**src/rtl/toggle_monitor.sv**
```systemverilog
// Measures high/low time of each full q_in period; results appear the cycle after the completing rise.
// Results are held under meas_ready backpressure; a period completing while a result is pending is dropped and flagged in lost.
module toggle_monitor #(
  parameter int CNT_W  = 8,
  parameter int EDGE_W = 8
) (
  input  logic              clk,
  input  logic              rst,
  input  logic              q_in,
  input  logic              clr,
  input  logic              meas_ready,
  output logic              meas_valid,
  output logic [CNT_W-1:0]  high_len,
  output logic [CNT_W-1:0]  low_len,
  output logic              sat,
  output logic [EDGE_W-1:0] edge_cnt,
  output logic              lost
);

  typedef enum logic [1:0] {IDLE, HIGH, LOW} state_t;

  localparam logic [CNT_W-1:0]  CNT_MAX  = '1;
  localparam logic [CNT_W-1:0]  CNT_ONE  = {{(CNT_W-1){1'b0}}, 1'b1};
  localparam logic [EDGE_W-1:0] EDGE_ONE = {{(EDGE_W-1){1'b0}}, 1'b1};

  state_t              state_q, state_d;
  logic                q_dly_q, q_dly_d;
  logic [CNT_W-1:0]    hcnt_q, hcnt_d;
  logic [CNT_W-1:0]    lcnt_q, lcnt_d;
  logic                hsat_q, hsat_d;
  logic                lsat_q, lsat_d;
  logic [EDGE_W-1:0]   edge_cnt_q, edge_cnt_d;
  logic                meas_valid_q, meas_valid_d;
  logic [CNT_W-1:0]    high_len_q, high_len_d;
  logic [CNT_W-1:0]    low_len_q, low_len_d;
  logic                sat_q, sat_d;
  logic                lost_q, lost_d;

  logic                rise;
  logic                fall;
  logic                capture;

  assign rise = q_in & ~q_dly_q;
  assign fall = ~q_in & q_dly_q;

  always_comb begin
    state_d      = state_q;
    q_dly_d      = q_in;
    hcnt_d       = hcnt_q;
    lcnt_d       = lcnt_q;
    hsat_d       = hsat_q;
    lsat_d       = lsat_q;
    edge_cnt_d   = edge_cnt_q;
    meas_valid_d = meas_valid_q;
    high_len_d   = high_len_q;
    low_len_d    = low_len_q;
    sat_d        = sat_q;
    lost_d       = lost_q;
    capture      = 1'b0;

    if (rise || fall) begin
      edge_cnt_d = edge_cnt_q + EDGE_ONE;
    end

    case (state_q)
      IDLE: begin
        if (rise) begin
          state_d = HIGH;
          hcnt_d  = CNT_ONE;
          hsat_d  = 1'b0;
        end
      end
      HIGH: begin
        if (fall) begin
          state_d = LOW;
          lcnt_d  = CNT_ONE;
          lsat_d  = 1'b0;
        end else if (hcnt_q == CNT_MAX) begin
          hsat_d = 1'b1;
        end else begin
          hcnt_d = hcnt_q + CNT_ONE;
        end
      end
      LOW: begin
        // The completing rise is also the first high sample of the next period.
        if (rise) begin
          capture = 1'b1;
          state_d = HIGH;
          hcnt_d  = CNT_ONE;
          hsat_d  = 1'b0;
        end else if (lcnt_q == CNT_MAX) begin
          lsat_d = 1'b1;
        end else begin
          lcnt_d = lcnt_q + CNT_ONE;
        end
      end
      default: state_d = IDLE;
    endcase

    // A result leaving this cycle frees the output registers for a same-cycle capture.
    if (capture) begin
      if (!meas_valid_q || meas_ready) begin
        meas_valid_d = 1'b1;
        high_len_d   = hcnt_q;
        low_len_d    = lcnt_q;
        sat_d        = hsat_q | lsat_q;
      end else begin
        lost_d = 1'b1;
      end
    end else if (meas_valid_q && meas_ready) begin
      meas_valid_d = 1'b0;
    end

    if (clr) begin
      state_d      = IDLE;
      q_dly_d      = 1'b0;
      hcnt_d       = '0;
      lcnt_d       = '0;
      hsat_d       = 1'b0;
      lsat_d       = 1'b0;
      edge_cnt_d   = '0;
      meas_valid_d = 1'b0;
      high_len_d   = '0;
      low_len_d    = '0;
      sat_d        = 1'b0;
      lost_d       = 1'b0;
    end
  end

  always_ff @(posedge clk or negedge rst) begin
    if (!rst) begin
      state_q      <= IDLE;
      q_dly_q      <= 1'b0;
      hcnt_q       <= '0;
      lcnt_q       <= '0;
      hsat_q       <= 1'b0;
      lsat_q       <= 1'b0;
      edge_cnt_q   <= '0;
      meas_valid_q <= 1'b0;
      high_len_q   <= '0;
      low_len_q    <= '0;
      sat_q        <= 1'b0;
      lost_q       <= 1'b0;
    end else begin
      state_q      <= state_d;
      q_dly_q      <= q_dly_d;
      hcnt_q       <= hcnt_d;
      lcnt_q       <= lcnt_d;
      hsat_q       <= hsat_d;
      lsat_q       <= lsat_d;
      edge_cnt_q   <= edge_cnt_d;
      meas_valid_q <= meas_valid_d;
      high_len_q   <= high_len_d;
      low_len_q    <= low_len_d;
      sat_q        <= sat_d;
      lost_q       <= lost_d;
    end
  end

  assign meas_valid = meas_valid_q;
  assign high_len   = high_len_q;
  assign low_len    = low_len_q;
  assign sat        = sat_q;
  assign edge_cnt   = edge_cnt_q;
  assign lost       = lost_q;

endmodule

```
**config.mk**
```make
export PLATFORM = sky130hd
export DESIGN_NAME = toggle_monitor
export DESIGN_NICKNAME = d
export VERILOG_FILES = /design/src/rtl/toggle_monitor.sv
export SDC_FILE = /design/constraint.sdc
export NUM_CORES = 1
export LEC_CHECK = 0
export CORE_AREA = 5 5 89 91
export CTS_CLUSTER_DIAMETER = 200
export DETAILED_ROUTE_END_ITERATION = 8
export DIE_AREA = 0 0 94 96
export HOLD_SLACK_MARGIN = 0.03
export SLEW_MARGIN = 0
export SYNTH_ARGS = -nofsm -noshare
export SYNTH_HDL_FRONTEND = slang
export SYNTH_SLANG_ARGS = --single-unit
```
**constraint.sdc**
```tcl
create_clock -name clk -period 6.1 [get_ports clk]
set_clock_uncertainty 0.2 [all_clocks]
set_input_delay 0.915 -clock clk [delete_from_list [all_inputs] [get_ports clk]]
set_output_delay 0.915 -clock clk [all_outputs]
set_load 0.03 [all_outputs]
```
Figure 1. Routing congestion map.
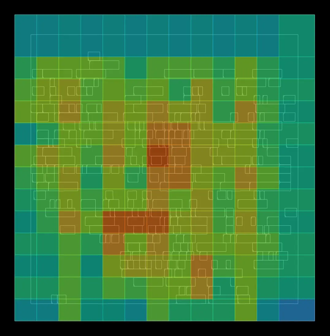
most used routing layer: met1
met2 Use GR: 17.33%
grt met3 use: 2.971%
grt met1 use: 17.50%
DR WL/cell: 12.92 µm

Figure 2. Gate families picked out.
Drawn at 4 px/µm.
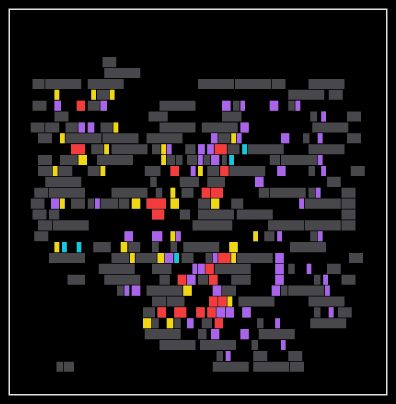
Purple shows NAND gates, cells 58. Red shows AND and OR gates, cells 20. Yellow shows NOR gates, cells 30. Cyan shows inverters, cells 5.
fin cells: 367
most frequent logic cell in the layout: dfrtp_1

Figure 3. Routed clock nets over the placement.
Drawn at 3 px/µm.
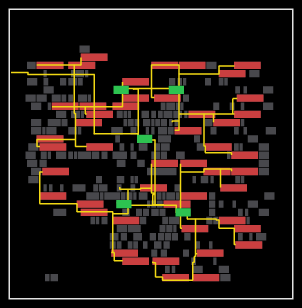
Yellow shows clock wires, length 590 µm. Green shows cells driving clock nets, count 5. Red shows flip-flops, count 48.
There are 6 routed clock nets.
power in the clock group: 177 µW
Late-Pin Clk Latency: 0.29 ns

==> flow_summary_export.csv <==
group,metric,value,unit
status,status,"finished, final reports clean",
worst_setup_path,crit_path_end_kind,"register",
route,vias_per_cell,4.785,
worst_setup_path,cp_slowest_cell,"or3b_1",
power_and_ir_drop,top_power_group,"sequential cells",
timing,whs,0.2796,ns
power_and_ir_drop,switchingPower,141.4,µW
worst_setup_path,cp.buffers_inverters,1,
timing,final.setup.tns,0,ns
die,fp-utilization,33.46,%
route,vias,1756,
synthesis,yosys_area,2362,µm²
worst_setup_path,regToRegSetupSlack,4.03,ns
min_path,hold_class,"register to register",
worst_setup_path,timing.rr.start,"q_dly_q$_DFF_PN0_",
cells_and_area,finalInstanceArea,2848,µm²
route,met3_length,201,µm
global_route,grt_use_total,11.90,%
worst_setup_path,cp.depth,5,
synthesis,yosysTopAreaCellShare,50.85,%
synthesis,edf_count,0,
clock_network,cts_tree,"done",
job,warnings,27,
synthesis,async_flop_share,100.0,%
die,coreArea,7059,µm²
global_route,first_global_vias,1747,
timing,setup_violations,0,
worst_setup_path,cp_max_fo,9,
synthesis,synth.largest_area_cell,"dfrtp_1",
synthesis,yosysWarnings,0,
synthesis,yosysMostFrequentCell,"dfrtp_1",
synthesis,ys_types,45,
power_and_ir_drop,p_leak,1.213,nW
die,dieArea,9024,µm²
timing,min_period,2.767,ns
timing,hold_violations,0,
power_and_ir_drop,power_frac_seq,58.8,%
route,ant_nets,0,
place,placed_area,2770,µm²
timing,fmax,0.3615,GHz
synthesis,fp_nets,247,
worst_setup_path,cp_cell_sequence,"clkdlybuf4s50_1 -> ha_1 -> or3b_1 -> o21ai_2 -> mux2_1",
timing,period_used_share,45.35,%
die,die_x,94,µm
cells_and_area,fillers,717,
global_route,grt_pass1_wl,8611,µm
power_and_ir_drop,powerDensity,198.5,nW/µm²
-- through the flow --
stage                     util [%]  cells
after global routing         40.34    367
after floorplan                  -    237
final                        40.34    367
after detailed placement     39.24    360
after global placement       39.24    360
after CTS                    40.34    367
-- kinds of logic after synthesis --
logic type	after synthesis	share of synthesized area, %
AND/OR/NAND/NOR	108	24.15
flip-flops	48	50.85
adder cells (fa/ha/maj)	5	2.648
multiplexers	3	1.324
XOR/XNOR	9	3.337
buffers and inverters	15	2.913
AND-OR/OR-AND	49	14.78
-- how the worst min path moves through the flow --
| stage | to | depth (start not counted) | slack [ns] |
|---|---|---|---|
| finish | low_len[0]$_DFFE_PN0P_ | 2 | 0.28 |
| global route | low_len[4]$_DFFE_PN0P_ | 2 | 0.31 |
| floorplan | hsat_q$_DFFE_PN0P_ | 2 | 0.27 |
| detailed placement | high_len[1]$_DFFE_PN0P_ | 2 | 0.27 |
| global placement | low_len[1]$_DFFE_PN0P_ | 2 | 0.26 |
| CTS | high_len[1]$_DFFE_PN0P_ | 2 | 0.29 |
-- registers in the layout, summed over array words and instances, names as in the netlist --
register,cells
state_q,2
sat,1
meas_valid,1
hsat_q,1
edge_cnt,8
lost,1
lsat_q,1
hcnt_q,8
low_len,8
q_dly_q,1
lcnt_q,8
high_len,8
-- worst reg2reg max path, cell delays in order, from the launching register on --
cell	delay, ns
dfrtp_1	0.35
inv_1	0.05
ha_1	0.29
or3b_1	0.46
o21ai_2	0.25
mux2_1	0.35
-- final cells by class --
class	count	area (µm²)	area share, %
Sequential cell	48	1201	42.18
Multi-Input combinational cell	174	1099	38.58
Timing Repair Buffer	34	327.8	11.51
Tap cell	99	123.9	4.350
Clock buffer	6	72.57	2.548
Inverter	5	18.77	0.6591
Clock inverter	1	5.005	0.1757
Power figures rest on the tool's default switching activity, not on a simulated workload.
